--- config.mk ---
export PLATFORM = sky130hd
export DESIGN_NAME = ring_step_monitor
export DESIGN_NICKNAME = d
export VERILOG_FILES = /design/src/rtl/ring_mon_pkg.sv /design/src/rtl/ring_mon_sync.sv /design/src/rtl/ring_step_monitor.sv
export SDC_FILE = /design/constraint.sdc
export NUM_CORES = 1
export LEC_CHECK = 0
export CORE_MARGIN = 4
export CORE_UTILIZATION = 35
export DETAILED_ROUTE_END_ITERATION = 10
export MAX_ROUTING_LAYER = met4
export PLACE_DENSITY_LB_ADDON = 0.15
export SLEW_MARGIN = 20
export SYNTH_ARGS = -nofsm -noshare
export SYNTH_HDL_FRONTEND = slang
export SYNTH_SLANG_ARGS = --single-unit
--- constraint.sdc ---
create_clock -name clk -period 4.5 [get_ports clk]
set_input_delay 0.9 -clock clk [delete_from_list [all_inputs] [get_ports clk]]
set_output_delay 0.9 -clock clk [all_outputs]
set_load 0.01 [all_outputs]
--- src/rtl/ring_mon_pkg.sv ---
// Shared types and helpers for the ring step monitor.
// Optional feature macro used by the monitor: RING_MON_DIR_EN (reverse steps).
package ring_mon_pkg;

  localparam int RING_W_DEF = 6;
  localparam int CNT_W_DEF  = 8;

  // Widest ring the classifier accepts; narrower rings are zero-extended.
  localparam int MAX_RING_W = 32;

  typedef logic [$clog2(MAX_RING_W)-1:0] ring_pos_t;

  typedef enum logic {
    UNLOCKED = 1'b0,
    LOCKED   = 1'b1
  } mon_state_t;

  typedef struct packed {
    logic      legal;
    logic      idle;
    ring_pos_t idx;
  } onehot_t;

  // Classify a ring code: idle when no bit is set, legal when exactly one
  // bit is set; idx is the position of the highest set bit.
  function automatic onehot_t onehot_idx(input logic [MAX_RING_W-1:0] code);
    onehot_t r;
    int      ones;
    r    = '0;
    ones = 0;
    for (int i = 0; i < MAX_RING_W; i++) begin
      if (code[i]) begin
        ones  = ones + 1;
        r.idx = ring_pos_t'(i);
      end
    end
    r.idle  = (ones == 0);
    r.legal = (ones == 1);
    return r;
  endfunction

endpackage

--- src/rtl/ring_mon_sync.sv ---
// Multi-stage synchronizer bringing the asynchronous ring flops into clk.
module ring_mon_sync
  import ring_mon_pkg::*;
#(
  parameter int SYNC_STAGES = 2,
  parameter int RING_W      = RING_W_DEF
) (
  input  logic              clk,
  input  logic              rst_n,
  input  logic [RING_W-1:0] i_ring,
  output logic [RING_W-1:0] o_sample
);

  logic [SYNC_STAGES-1:0][RING_W-1:0] r_sync;

  // Shift the raw ring code through the synchronizer chain.
  always_ff @(posedge clk or negedge rst_n) begin
    if (!rst_n) begin
      r_sync <= '0;
    end else begin
      r_sync <= {r_sync[SYNC_STAGES-2:0], i_ring};
    end
  end

  assign o_sample = r_sync[SYNC_STAGES-1];

endmodule

--- src/rtl/ring_step_monitor.sv ---
// Ring step monitor: synchronizes the one-hot LED-chaser ring, tracks its
// position, counts revolutions and raises a sticky error on illegal codes
// or skipped steps.
// Optional feature: define RING_MON_DIR_EN to accept reverse single steps.
module ring_step_monitor
  import ring_mon_pkg::*;
#(
  parameter int RING_W      = RING_W_DEF,
  parameter int CNT_W       = CNT_W_DEF,
  parameter int SYNC_STAGES = 2
) (
  input  logic                      clk,
  input  logic                      rst_n,
  input  logic [RING_W-1:0]         ring_in,
  input  logic                      clr,
  output logic [$clog2(RING_W)-1:0] pos,
  output logic                      valid,
  output logic [CNT_W-1:0]          rev_count,
  output logic                      err,
  output logic                      dir
);

  localparam int               POS_W    = $clog2(RING_W);
  localparam logic [POS_W-1:0] LAST_POS = POS_W'(RING_W - 1);

  logic [RING_W-1:0]     w_s;
  logic [MAX_RING_W-1:0] w_s_ext;
  onehot_t               w_cls;
  logic [POS_W-1:0]      w_idx;
  logic [POS_W-1:0]      w_pos_fwd;
  logic [POS_W-1:0]      w_pos_nxt;
  logic                  w_err_evt;
  logic                  w_inc;
  logic                  w_dec;
  mon_state_t            w_state_nxt;

  mon_state_t            r_state;
  logic [POS_W-1:0]      r_pos;
  logic                  r_valid;
  logic [CNT_W-1:0]      r_rev;
  logic                  r_err;

`ifdef RING_MON_DIR_EN
  logic [POS_W-1:0]      w_pos_rev;
  logic                  w_dir_nxt;
  logic                  r_dir;
`endif

  ring_mon_sync #(
    .SYNC_STAGES (SYNC_STAGES),
    .RING_W      (RING_W)
  ) u_sync (
    .clk      (clk),
    .rst_n    (rst_n),
    .i_ring   (ring_in),
    .o_sample (w_s)
  );

  // Classify the synchronized sample (raw ring_in is never looked at).
  always_comb begin
    w_s_ext             = '0;
    w_s_ext[RING_W-1:0] = w_s;
    w_cls               = onehot_idx(w_s_ext);
    w_idx               = POS_W'(w_cls.idx);
  end

  assign w_pos_fwd = (r_pos == LAST_POS) ? '0 : r_pos + POS_W'(1);
`ifdef RING_MON_DIR_EN
  assign w_pos_rev = (r_pos == '0) ? LAST_POS : r_pos - POS_W'(1);
`endif

  // Lock state register.
  always_ff @(posedge clk or negedge rst_n) begin
    if (!rst_n) begin
      r_state <= UNLOCKED;
    end else begin
      r_state <= w_state_nxt;
    end
  end

  // Next lock state, next position and step events from the classified sample.
  always_comb begin
    w_state_nxt = r_state;
    w_pos_nxt   = r_pos;
    w_err_evt   = 1'b0;
    w_inc       = 1'b0;
    w_dec       = 1'b0;
`ifdef RING_MON_DIR_EN
    w_dir_nxt   = r_dir;
`endif
    if (!w_cls.legal && !w_cls.idle) begin
      // Two or more bits set: flag it and drop the lock, position holds.
      w_err_evt   = 1'b1;
      w_state_nxt = UNLOCKED;
    end else if (w_cls.idle) begin
      // Empty ring (e.g. being reloaded): drop the lock quietly.
      w_state_nxt = UNLOCKED;
    end else begin
      case (r_state)
        UNLOCKED: begin
          w_pos_nxt   = w_idx;
          w_state_nxt = LOCKED;
        end
        LOCKED: begin
          if (w_idx != r_pos) begin
            w_pos_nxt = w_idx;
            if (w_idx == w_pos_fwd) begin
              w_inc = (r_pos == LAST_POS);
`ifdef RING_MON_DIR_EN
              w_dir_nxt = 1'b0;
            end else if (w_idx == w_pos_rev) begin
              w_dec     = (r_pos == '0);
              w_dir_nxt = 1'b1;
`endif
            end else begin
              w_err_evt = 1'b1;
            end
          end
        end
        default: begin
          w_state_nxt = UNLOCKED;
        end
      endcase
    end
  end

  // Output registers: position, validity, revolution count and sticky error.
  // clr loses to a same-cycle error but wins over a same-cycle wrap.
  always_ff @(posedge clk or negedge rst_n) begin
    if (!rst_n) begin
      r_pos   <= '0;
      r_valid <= 1'b0;
      r_rev   <= '0;
      r_err   <= 1'b0;
    end else begin
      r_pos   <= w_pos_nxt;
      r_valid <= w_cls.legal;
      if (clr) begin
        r_rev <= '0;
      end else if (w_inc) begin
        r_rev <= r_rev + CNT_W'(1);
      end else if (w_dec) begin
        r_rev <= r_rev - CNT_W'(1);
      end
      if (w_err_evt) begin
        r_err <= 1'b1;
      end else if (clr) begin
        r_err <= 1'b0;
      end
    end
  end

`ifdef RING_MON_DIR_EN
  // Direction of the most recent accepted step.
  always_ff @(posedge clk or negedge rst_n) begin
    if (!rst_n) begin
      r_dir <= 1'b0;
    end else begin
      r_dir <= w_dir_nxt;
    end
  end

  assign dir = r_dir;
`else
  assign dir = 1'b0;
`endif

  assign pos       = r_pos;
  assign valid     = r_valid;
  assign rev_count = r_rev;
  assign err       = r_err;

endmodule

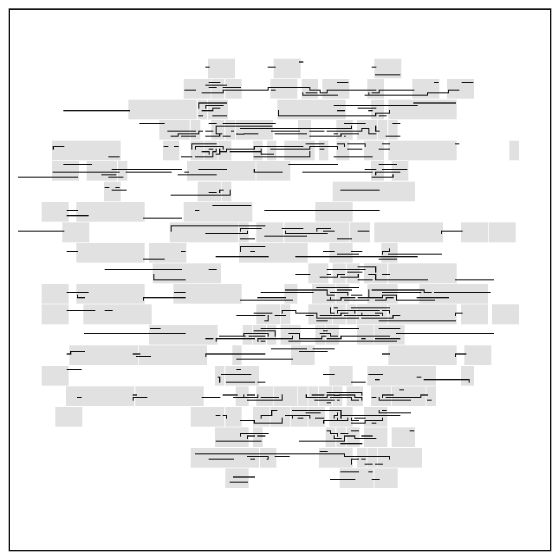
(M1 wires)
Cells faint in the background.
The wires run mostly horizontal. The longest straight run is 19.8 um. The layer holds 46% of the routed length. The layer carries 1080 um of wire. 143 nets have wire on it.
Routed WL: 2.36 mm
met1 layer usage reported by global route: 0.134

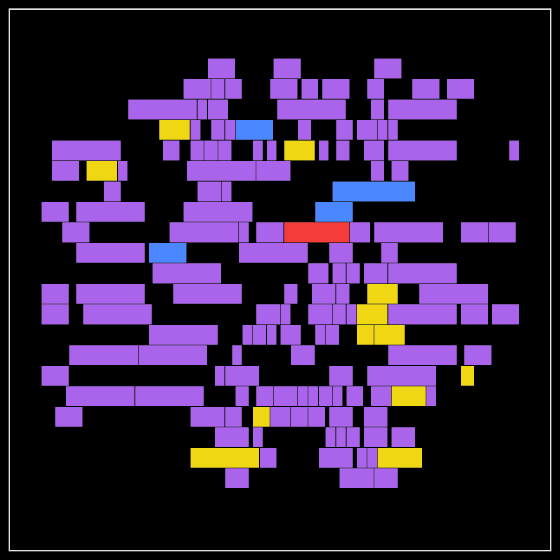
(drive-strength map)
Key: x3 and x4 = red [cells 1, share 0.65%, most used nand4b_4]; x1 and smaller = purple [cells 137, share 89%, most used dfrtp_1]; x6 and larger = blue [cells 4, share 2.6%, most used clkbuf_8]; x2 = yellow [cells 12, share 7.8%, most used mux2_2]

==> datasheet_impl.txt <==
Characteristics after synthesis and place and route

Parameter                              Value

Worst setup path
  Worst EP required .................. ~4.7 ns
  R2R depth .................. 15

GRT
  Pin count of the biggest net entering global routing .................. 27
  Via count of the first global-routing pass .................. 890

Min path
  Hold Path Stages .................. 0
  Classification of the worst-slack hold path .................. reg2reg

Final timing
  Slew headroom .................. 0.632
  Post-route clock period utilization .................. 0.786
  Setup TNS after final layout .................. 0 ns

Clocking
  TritonCTS clock tree .................. yes
  Number of setup buffers added after CTS .................. 0
  CTS Hold Bufs .................. 0
  CTS buffer count .................. 3

Layout
  Area growth from synthesis to layout .................. 20.5%
  Share of the core filled with cells in the final layout .................. 0.450
  Fraction of area in registers .................. 0.381
  Share of post-route cells with drive strength above 1 .................. 0.110
  Number of buffers other than clock buffers in the final layout .................. 21

Detailed routing
  Met2 Wirelength .................. 1.10 mm
  Number of iterations in the first detailed-routing pass .................. 4

Synthesis
  XOR-XNOR Cells, Area Fraction .................. 0.0847
  Syn Nets .................. about 150
  Count leader, synth .................. sky130_fd_sc_hd__dfrtp_1
  Yosys adder share .................. 0.0529

Floorplan
  Overall chip area .................. between 5000 and 6000 um^2
  Fp_density .................. 0.374

Place
  Number of buffers added on ports .................. 21

Run status
  Outcome .................. finished clean
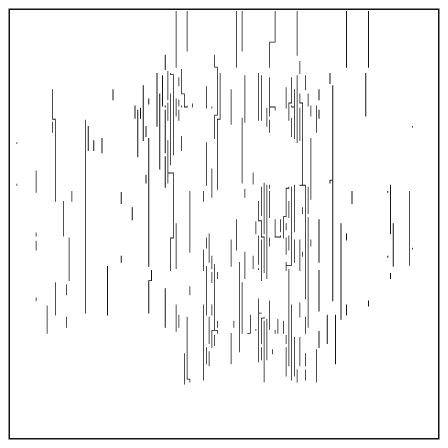
(signal wires on met2)
The longest straight run is 36.0 um. The layer holds 46% of the routed length. The layer carries 1100 um of wire. 134 nets have wire on it. The wires run mostly vertical.

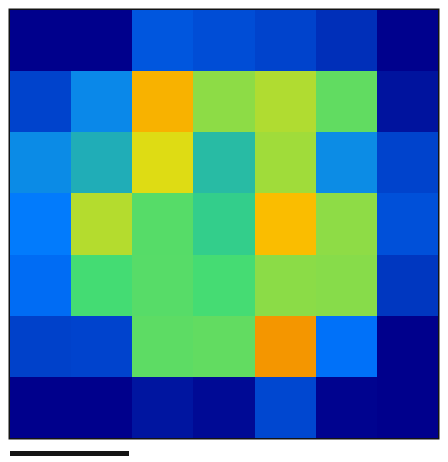
(cell density map)
Bar = 20 um. The die is cut into 7 by 7 equal tiles; dark blue is low, red is high, 0 to 100% covered.
16% of the tiles are nearly empty. The emptiest ninth of the die: lower left. The densest ninth of the die: center.

-- logic make-up (layout without fill, tap and decap cells) --
kind of cell,count (synthesis),count (layout)
simple gates,54,54
compound gates,18,18
xor+xnor,11,11
mux,7,7
flops,26,26
fa+ha+maj,6,6
other cells,1,1
buf+inv,13,31
-- worst paths after layout --
path,start,end,slack (ns)
max,u_sync.o_sample[1],pos[1],0.96
min,u_sync.r_sync[1],u_sync.o_sample[1],0.35
max reg2reg,u_sync.o_sample[1],pos[1],0.96
min reg2reg,u_sync.r_sync[1],u_sync.o_sample[1],0.35
max in group asynchronous,rst_n,rev_count[0],3.53
min in group asynchronous,rst_n,r_state,0.60
-- per-stage QoR --
| stage | power, mW | hold slack [ns] | worst slack (ns) |
|---|---|---|---|
| 2_1_floorplan | 0.408 | 0.331 | 1.22 |
| 3_3_place_gp | 0.473 | 0.335 | 1.06 |
| 3_5_place_dp | 0.476 | 0.335 | 0.949 |
| 4_1_cts | 0.668 | 0.356 | 0.934 |
| 5_1_grt | 0.703 | 0.363 | 0.715 |
| 6_report | 0.659 | 0.353 | 0.962 |
-- layout by cell type (no fill, tap or decap), types with 2 or more instances in the layout --
| cell | count |
|---|---|
| sky130_fd_sc_hd__a21oi_1 | 5 |
| sky130_fd_sc_hd__clkbuf_8 | 3 |
| sky130_fd_sc_hd__clkdlybuf4s50_1 | 20 |
| sky130_fd_sc_hd__dfrtp_1 | 26 |
| sky130_fd_sc_hd__ha_1 | 6 |
| sky130_fd_sc_hd__inv_1 | 6 |
| sky130_fd_sc_hd__mux2_2 | 6 |
| sky130_fd_sc_hd__nand2_1 | 9 |
| sky130_fd_sc_hd__nand2b_1 | 4 |
| sky130_fd_sc_hd__nand3_1 | 5 |
| sky130_fd_sc_hd__nor2_1 | 12 |
| sky130_fd_sc_hd__nor2b_1 | 8 |
| sky130_fd_sc_hd__nor3_1 | 3 |
| sky130_fd_sc_hd__nor3b_1 | 2 |
| sky130_fd_sc_hd__o21ai_0 | 6 |
| sky130_fd_sc_hd__or2_2 | 2 |
| sky130_fd_sc_hd__or4_1 | 3 |
| sky130_fd_sc_hd__xnor2_1 | 5 |
| sky130_fd_sc_hd__xor2_1 | 4 |
-- power by group --
group | internal [mW] | switching, mW
Clock | 0.119 | 0.0709
Sequential | 0.259 | 0.0298
Combinational | 0.0999 | 0.0803
Total | 0.478 | 0.181
-- critical path, cell delays in order (launching register included) --
cell                       delay, ns
sky130_fd_sc_hd__dfrtp_1        0.40
sky130_fd_sc_hd__ha_1           0.19
sky130_fd_sc_hd__nor2b_1        0.13
sky130_fd_sc_hd__or2_2          0.28
sky130_fd_sc_hd__ha_1           0.29
sky130_fd_sc_hd__nand2b_1       0.14
sky130_fd_sc_hd__o31ai_1        0.10
sky130_fd_sc_hd__inv_1          0.09
sky130_fd_sc_hd__ha_1           0.28
sky130_fd_sc_hd__nand2_1        0.10
sky130_fd_sc_hd__o21ai_0        0.11
sky130_fd_sc_hd__ha_1           0.30
sky130_fd_sc_hd__a21oi_1        0.14
sky130_fd_sc_hd__o311ai_1       0.16
sky130_fd_sc_hd__nor3b_2        0.34
sky130_fd_sc_hd__mux2_2         0.37
Power figures rest on the tool's default switching activity, not on a simulated workload.
